==> src/rtl/h_s_bsub.sv <==
// Bit-serial signed subtractor: out = a - b as an exact (N+1)-bit result,
// produced by one full-adder cell stepped over N+1 clock cycles.

module fa (
    input  logic x,
    input  logic y,
    input  logic cin,
    output logic s,
    output logic co
);
    assign s  = x ^ y ^ cin;
    assign co = (x & y) | (cin & (x ^ y));
endmodule

module h_s_bsub #(
    parameter int unsigned N = 4
) (
    input  logic         clk,
    input  logic         rst,
    input  logic         start,
    input  logic [N-1:0] a,
    input  logic [N-1:0] b,
    output logic         busy,
    output logic         done,
    output logic [N:0]   out
);
    localparam int unsigned CW = $clog2(N + 1);

    typedef enum logic {
        IDLE = 1'b0,
        RUN  = 1'b1
    } state_t;

    state_t          state_q;
    logic [N-1:0]    a_sh_q;
    logic [N-1:0]    b_sh_q;
    logic            c_q;
    logic [CW-1:0]   cnt_q;
    logic [N:0]      res_sh_q;
    logic [N:0]      out_q;
    logic            done_q;
    logic            busy_q;

    logic            fa_y;
    logic            fa_s;
    logic            fa_co;

    // Subtraction as a + ~b + 1: invert the subtrahend bit, carry seeded with 1.
    assign fa_y = ~b_sh_q[0];

    fa u_fa (
        .x   (a_sh_q[0]),
        .y   (fa_y),
        .cin (c_q),
        .s   (fa_s),
        .co  (fa_co)
    );

    always_ff @(posedge clk or posedge rst) begin
        if (rst) begin
            state_q  <= IDLE;
            a_sh_q   <= '0;
            b_sh_q   <= '0;
            c_q      <= 1'b0;
            cnt_q    <= '0;
            res_sh_q <= '0;
            out_q    <= '0;
            done_q   <= 1'b0;
            busy_q   <= 1'b0;
        end else begin
            done_q <= 1'b0;
            unique case (state_q)
                IDLE: begin
                    if (start) begin
                        a_sh_q   <= a;
                        b_sh_q   <= b;
                        c_q      <= 1'b1;
                        cnt_q    <= '0;
                        res_sh_q <= '0;
                        busy_q   <= 1'b1;
                        state_q  <= RUN;
                    end
                end
                RUN: begin
                    c_q      <= fa_co;
                    res_sh_q <= {fa_s, res_sh_q[N:1]};
                    // Arithmetic shift: the sign bit feeds the extra (N-th) step.
                    a_sh_q   <= {a_sh_q[N-1], a_sh_q[N-1:1]};
                    b_sh_q   <= {b_sh_q[N-1], b_sh_q[N-1:1]};
                    cnt_q    <= cnt_q + CW'(1);
                    if (cnt_q == CW'(N)) begin
                        out_q   <= {fa_s, res_sh_q[N:1]};
                        done_q  <= 1'b1;
                        busy_q  <= 1'b0;
                        state_q <= IDLE;
                    end
                end
                default: state_q <= IDLE;
            endcase
        end
    end

    assign busy = busy_q;
    assign done = done_q;
    assign out  = out_q;

endmodule

==> config.mk <==
export PLATFORM = sky130hd
export DESIGN_NAME = h_s_bsub
export DESIGN_NICKNAME = d
export VERILOG_FILES = /design/src/rtl/h_s_bsub.sv
export SDC_FILE = /design/constraint.sdc
export NUM_CORES = 1
export LEC_CHECK = 0
export CAP_MARGIN = 0
export CORE_MARGIN = 5
export CORE_UTILIZATION = 30
export DETAILED_ROUTE_END_ITERATION = 10
export PLACE_DENSITY = 0.61
export SETUP_SLACK_MARGIN = 0.3
export SKIP_CTS_REPAIR_TIMING = 1
export SLEW_MARGIN = 20
export SYNTH_ARGS = -nofsm -noshare
export SYNTH_HDL_FRONTEND = slang
export SYNTH_SLANG_ARGS = --single-unit
==> constraint.sdc <==
create_clock -name clk -period 1.2 [get_ports clk]
set_input_delay 0.24 -clock clk [delete_from_list [all_inputs] [get_ports clk]]
set_output_delay 0.24 -clock clk [all_outputs]
set_load 0.1 [all_outputs]
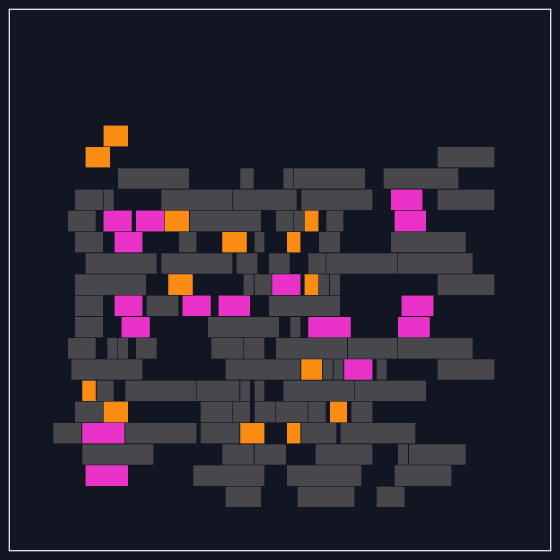
logic_types.png
[mux cells] magenta | cells: 16
[aoi and oai cells] orange | cells: 14

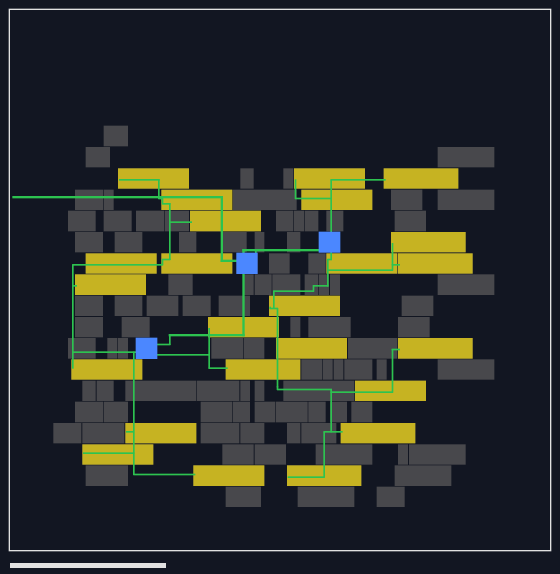
clk_routes.png
Scale bar: 20 µm.
[clock wires] green | length: 279 µm
[flip-flops] yellow | count: 24
[clock drivers] blue | count: 3
routed clock nets: 4

==> run summary <==
Status: finished clean
Worst r2r dst: res_sh_q[4]$_DFFE_PP0P_
Yosys adder share: 4.286%
Crit path arrival time: 1390 ps
Final period utilization: 97.77%
Pre-placement core utilization: 31.25%
Prevailing post-synth register cell: sky130_fd_sc_hd__dfrtp_1
Fraction of area in multi-input gates: 29.74%
Total of buffers placed on input and output ports: 17
Number of enable-type register cells in the synthesized netlist: 0
Drt via density: 4.546
Total instance count after detailed placement: 154
CTS tree: built
Required time at the endpoint of the critical path: 1420 ps
Reg2reg path depth: 3
Clock sink total: 24
Maximum number of pins on one net before global-route repair: 25
Non-CTS inverters: 7
Combined flip-flop and latch cell area: 609.3 µm²
Top cell category: registers
Kind of critical path: reg -> reg
Commonest cells after routing, fill and taps aside: sky130_fd_sc_hd__dfrtp_1 (17), sky130_fd_sc_hd__clkdlybuf4s50_1 (9), sky130_fd_sc_hd__mux2i_1 (8), sky130_fd_sc_hd__buf_12 (8)
Clock-pin slew on the worst setup and hold paths: 130 ps
Global-route usage over all layers: 8.321%
Final weighted congestion in routability-driven placement: 0.7410
kinds of logic after synthesis:
group           Yosys count
fa+ha+maj                 3
simple gates             20
compound gates           14
flops                    24
mux                      16
buf+inv                  11
registers in the layout, summed over array words and instances, names as in the netlist:
| register | flops |
|---|---|
| busy | 1 |
| out | 5 |
| b_sh_q | 4 |
| res_sh_q | 4 |
| cnt_q | 3 |
| a_sh_q | 4 |
| c_q | 1 |
| done | 1 |
| state_q | 1 |
critical path, delay by kind of cell (launching register included):
family,cells,cell delay [ps]
flops,1,380
buf+inv,1,50
fa+ha+maj,1,580
mux,1,70
